[config.mk]
export PLATFORM = sky130hd
export DESIGN_NAME = ether_hdr_prepend
export DESIGN_NICKNAME = d
export VERILOG_FILES = /design/src/rtl/ether_hdr_prepend.sv
export SDC_FILE = /design/constraint.sdc
export NUM_CORES = 2
export LEC_CHECK = 0
export ABC_AREA = 1
export CORE_AREA = 2 2 470 472
export DETAILED_ROUTE_END_ITERATION = 6
export DIE_AREA = 0 0 472 474
export SLEW_MARGIN = 40
export SYNTH_ARGS = -nofsm -noshare
export SYNTH_HDL_FRONTEND = slang
export SYNTH_SLANG_ARGS = --single-unit
[constraint.sdc]
create_clock -name clk -period 57.6 [get_ports clk]
set_clock_uncertainty 0.15 [all_clocks]
set_input_delay 5.76 -clock clk [delete_from_list [all_inputs] [get_ports clk]]
set_output_delay 5.76 -clock clk [all_outputs]
set_load 0.01 [all_outputs]
[src/rtl/ether_hdr_prepend.sv]
// Header-prepend stage for the TX path.
// Consumes one header word per frame and a framed byte stream (sop/eop/mty),
// and emits the header followed by the payload shifted down by HDR_BYTES.
// All three interfaces use valid/ready. The output is a single register stage.
module ether_hdr_prepend #(
    parameter int DATA_W    = 512,
    parameter int HDR_BYTES = 14,
    parameter int MTY_W     = 8,
    parameter int CNT_W     = 32
) (
    input  logic                   clk,
    input  logic                   reset,
    input  logic [HDR_BYTES*8-1:0] ether_header_data,
    input  logic                   ether_header_valid,
    output logic                   ether_header_ready,
    input  logic [DATA_W-1:0]      ether_data_data,
    input  logic                   ether_data_valid,
    output logic                   ether_data_ready,
    input  logic                   ether_data_sop,
    input  logic                   ether_data_eop,
    input  logic [MTY_W-1:0]       ether_data_mty,
    output logic [DATA_W-1:0]      send_data,
    output logic                   send_valid,
    input  logic                   send_ready,
    output logic                   send_sop,
    output logic                   send_eop,
    output logic [MTY_W-1:0]       send_mty,
    output logic                   orphan_err,
    output logic [CNT_W-1:0]       frame_cnt
);

    localparam int BYTES = DATA_W / 8;
    localparam int H     = HDR_BYTES * 8;

    // Largest meaningful mty, the header length, and the tail length that
    // spills into the extra LAST beat, all expressed in mty units.
    localparam logic [MTY_W-1:0] MAX_MTY  = MTY_W'(BYTES - 1);
    localparam logic [MTY_W-1:0] HDR_MTY  = MTY_W'(HDR_BYTES);
    localparam logic [MTY_W-1:0] TAIL_MTY = MTY_W'(BYTES - HDR_BYTES);

    typedef enum logic [1:0] {
        IDLE,
        RECV,
        LAST
    } state_t;

    state_t             state_q, state_d;
    logic [DATA_W-1:0]  send_data_q, send_data_d;
    logic               send_valid_q, send_valid_d;
    logic               send_sop_q, send_sop_d;
    logic               send_eop_q, send_eop_d;
    logic [MTY_W-1:0]   send_mty_q, send_mty_d;
    logic [H-1:0]       carry_q, carry_d;
    logic [MTY_W-1:0]   mty_reg_q, mty_reg_d;
    logic               orphan_q, orphan_d;
    logic [CNT_W-1:0]   frame_cnt_q, frame_cnt_d;

    logic               adv;
    logic               take_beat;
    logic [MTY_W-1:0]   m_clip;

    // Next-state, datapath and handshake decode.
    always_comb begin
        // NOTE: every variable gets a default first so no path leaves it unassigned (no latches).
        state_d            = state_q;
        send_data_d        = send_data_q;
        send_valid_d       = send_valid_q;
        send_sop_d         = send_sop_q;
        send_eop_d         = send_eop_q;
        send_mty_d         = send_mty_q;
        carry_d            = carry_q;
        mty_reg_d          = mty_reg_q;
        orphan_d           = 1'b0;
        frame_cnt_d        = frame_cnt_q;
        ether_data_ready   = 1'b0;
        ether_header_ready = 1'b0;
        take_beat          = 1'b0;

        adv    = !send_valid_q || send_ready;
        m_clip = (ether_data_mty > MAX_MTY) ? MAX_MTY : ether_data_mty;

        if (send_valid_q && send_ready && send_eop_q) begin
            frame_cnt_d = frame_cnt_q + CNT_W'(1);
        end

        // When the output register may advance and nothing new is produced,
        // the output slot empties.
        if (adv) begin
            send_valid_d = 1'b0;
            send_sop_d   = 1'b0;
            send_eop_d   = 1'b0;
            send_mty_d   = '0;
        end

        case (state_q)
            IDLE: begin
                // A sop beat is held off until its header is present.
                ether_data_ready   = adv && !(ether_data_sop && !ether_header_valid);
                ether_header_ready = adv && ether_data_valid && ether_data_sop && ether_header_valid;
                if (ether_data_valid && ether_data_ready) begin
                    if (ether_data_sop) begin
                        send_data_d  = {ether_header_data, ether_data_data[DATA_W-1:H]};
                        send_valid_d = 1'b1;
                        send_sop_d   = 1'b1;
                        carry_d      = ether_data_data[H-1:0];
                        state_d      = RECV;
                        take_beat    = 1'b1;
                    end else begin
                        orphan_d = 1'b1;
                    end
                end
            end
            RECV: begin
                ether_data_ready = adv;
                if (ether_data_valid && adv) begin
                    send_data_d  = {carry_q, ether_data_data[DATA_W-1:H]};
                    send_valid_d = 1'b1;
                    carry_d      = ether_data_data[H-1:0];
                    take_beat    = 1'b1;
                end
            end
            LAST: begin
                if (adv) begin
                    send_data_d  = {carry_q, {(DATA_W-H){1'b0}}};
                    send_valid_d = 1'b1;
                    send_eop_d   = 1'b1;
                    send_mty_d   = mty_reg_q;
                    state_d      = IDLE;
                end
            end
            default: state_d = IDLE;
        endcase

        // The end of the input frame either fits in this beat or spills the
        // carried bytes into one extra LAST beat.
        if (take_beat && ether_data_eop) begin
            if (m_clip >= HDR_MTY) begin
                send_eop_d = 1'b1;
                send_mty_d = m_clip - HDR_MTY;
                state_d    = IDLE;
            end else begin
                mty_reg_d = m_clip + TAIL_MTY;
                state_d   = LAST;
            end
        end
    end

    // State and output registers with asynchronous reset.
    always_ff @(posedge clk or posedge reset) begin
        if (reset) begin
            state_q      <= IDLE;
            send_data_q  <= '0;
            send_valid_q <= 1'b0;
            send_sop_q   <= 1'b0;
            send_eop_q   <= 1'b0;
            send_mty_q   <= '0;
            carry_q      <= '0;
            mty_reg_q    <= '0;
            orphan_q     <= 1'b0;
            frame_cnt_q  <= '0;
        end else begin
            // NOTE: non-blocking assignments so every register samples pre-edge values.
            state_q      <= state_d;
            send_data_q  <= send_data_d;
            send_valid_q <= send_valid_d;
            send_sop_q   <= send_sop_d;
            send_eop_q   <= send_eop_d;
            send_mty_q   <= send_mty_d;
            carry_q      <= carry_d;
            mty_reg_q    <= mty_reg_d;
            orphan_q     <= orphan_d;
            frame_cnt_q  <= frame_cnt_d;
        end
    end

    assign send_data  = send_data_q;
    assign send_valid = send_valid_q;
    assign send_sop   = send_sop_q;
    assign send_eop   = send_eop_q;
    assign send_mty   = send_mty_q;
    assign orphan_err = orphan_q;
    assign frame_cnt  = frame_cnt_q;

endmodule

Fig. 1: signal wires by layer
Drawn at 1 px/um. Only two layers are drawn.
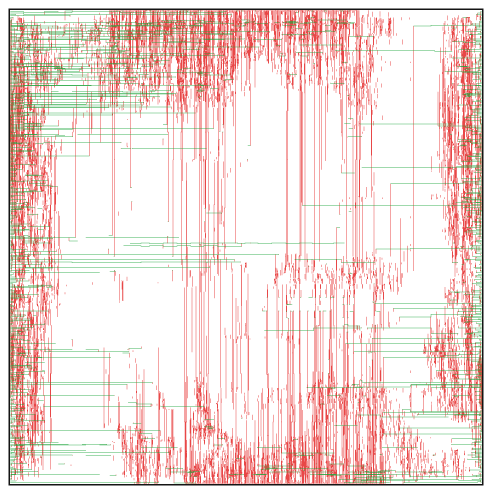
Key: M2 = red [wire length 80.4 mm]; M3 = green [wire length 21.1 mm]

==> commit_impl_results.txt <==
Log flow metrics for this revision

- Per the layout report, the design carries 24,140 filler cells.
* Switching pwr: 1.191 mW
- Number of rows created at floorplan: 172
- The design draws 2.717 mW.
- The final weighted congestion recorded by global placement is 0.9171.
- Hpwl dp: 138,900 um
- The final report gives the standard cell area, fillers excluded, as 50,230 sq um.
- Of the post-synthesis cell area, the part taken by muxes is 0%.
* Final period demand of the worst path: 14,000 ps
- In the final report, the number of endpoints failing setup comes to 0.
- Seq cells: 678
- On the critical path the largest part of the delay comes from buffers and inverters.
- The run finished with clean final reports.
- Summing the areas of all and, or, nand and nor instances in the mapped netlist gives 36.14% of the synthesized area.
- Routing resource usage on met2 recorded by global route was 24.29%.
* Top contributor to total power: combinational cells
- Largest fanout on the critical path: 12
- The leakage power in the latest report is 24.91 nW.
* Flip-flop and latch count after synthesis: 678
- Adder Area Share: 0.2341%
- The tree is rooted in a sky130_fd_sc_hd__clkbuf_16.
- The floorplan report gives the top-level pin count as 1,197.
* Total cell area reported by yosys after synthesis: 32,070 sq um
* Crit path cell chain: clkdlybuf4s50_1 > nor2_1 > buf_4 > inv_1 > o21ai_0 > a21oi_1 > clkdlybuf4s50_1
- Max-slew check failures listed in the final report amount to 0.
- Global routing used 7.035% of the available met3 tracks.
- Tool warnings: 49
- Via count: 33,240
- In this run, power in flip-flops and latches comes to 796 uW.
- Clock-pin slew was measured on the worst setup and hold paths at 60 ps.
- Max-capacitance violation count: 0
- Once the clock tree was built, the setup fixing pass inserted 0 buffers.
* Per-instance average area after synthesis: 7.457 sq um
- Worst R2R Setup Slack: 52,430 ps
- Post-layout worst setup margin: 43,600 ps
- Part of the power in registers: 29.3%
- The largest single stage delay on the critical path is 590 ps.
- In this run the critical register-to-register path is launched from state_q[1].
- Global routing consumed, on the met1 layer, 18.48% of the routing resources.
* Library cell contributing the largest single delay on the critical path: sky130_fd_sc_hd__clkdlybuf4s50_1
- Overall routing resource usage recorded by global route was 15.58%.
* GRT Max-Usage Layer: met2
- CTS tree: built
- Total power normalized to cell area comes to 54.10 nW/um^2.
- Total number of H-tree levels: 3
- P_clk: 603 uW
- Horizontal die dimension: 472 um
- The transition time recorded at the tightest slew-check pin is 845.3 ps.
* RSZ-0062 raised after global routing: no
- Logged for this run, the post-placement worst setup slack is 43,480 ps.
* Comb pwr: 1.32 mW
- Complex-gate fraction of the synthesized area: 0.4759%
- Non-clock buffer count in the final layout: 1,248
* Type of element launching the critical path: input pin
* Fraction of area in non-clock buffers: 25.19%
* DRC errors left: 0
- Area added between synthesis and finish: 56.62%
- Post-DRT Antenna Nets: 0
- The critical path is of the in2out type.
- Measured along the y axis, the die boundary spans 474 um.
Fig. 2: pin placement
Drawn at 1 px/um. Pins as bars across the die edge, other pins in grey.
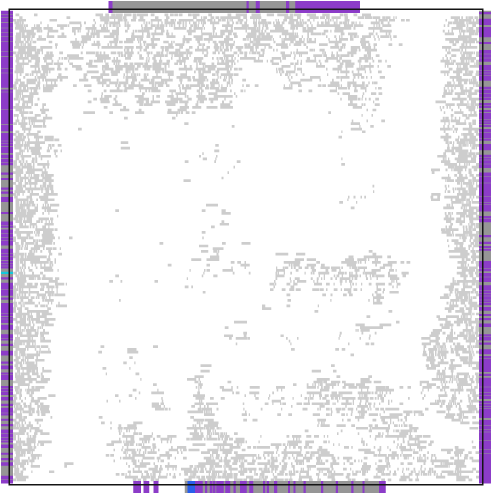
Key: send_data = purple [pins 512, direction output, edge 194 right, 183 left, 77 top, 58 bottom]; send_ready = cyan [pins 1, direction input, edge left]; send_mty = blue [pins 8, direction output, edge bottom]
All pins by edge: 347 left, 347 right, 272 top, 231 bottom.

[tightest hold or removal path, cell delays in order, from the launching register on]
cell,delay (ps)
sky130_fd_sc_hd__dfrtp_1,340
sky130_fd_sc_hd__nand2_1,50
sky130_fd_sc_hd__nand2_1,50
[registers in the layout (all words and copies together) (netlist names)]
signal	cells
send_sop	1
state_q	2
orphan_err	1
frame_cnt	32
send_data	512
mty_reg_q	8
send_eop	1
send_mty	8
carry_q	112
send_valid	1
[worst max-delay path by stage]
stage / slack, ps / startpoint / cells past startpoint / endpoint
finish: 43600 / send_ready / 7 / ether_data_ready
floorplan: 32680 / reset / 1 / carry_q[0]
CTS: 43470 / send_ready / 7 / ether_data_ready
global placement: 43410 / send_ready / 7 / ether_data_ready
global route: 43520 / send_ready / 7 / ether_data_ready
detailed placement: 43480 / send_ready / 7 / ether_data_ready
No activity file was given, so power comes from the tool's default toggle rates.
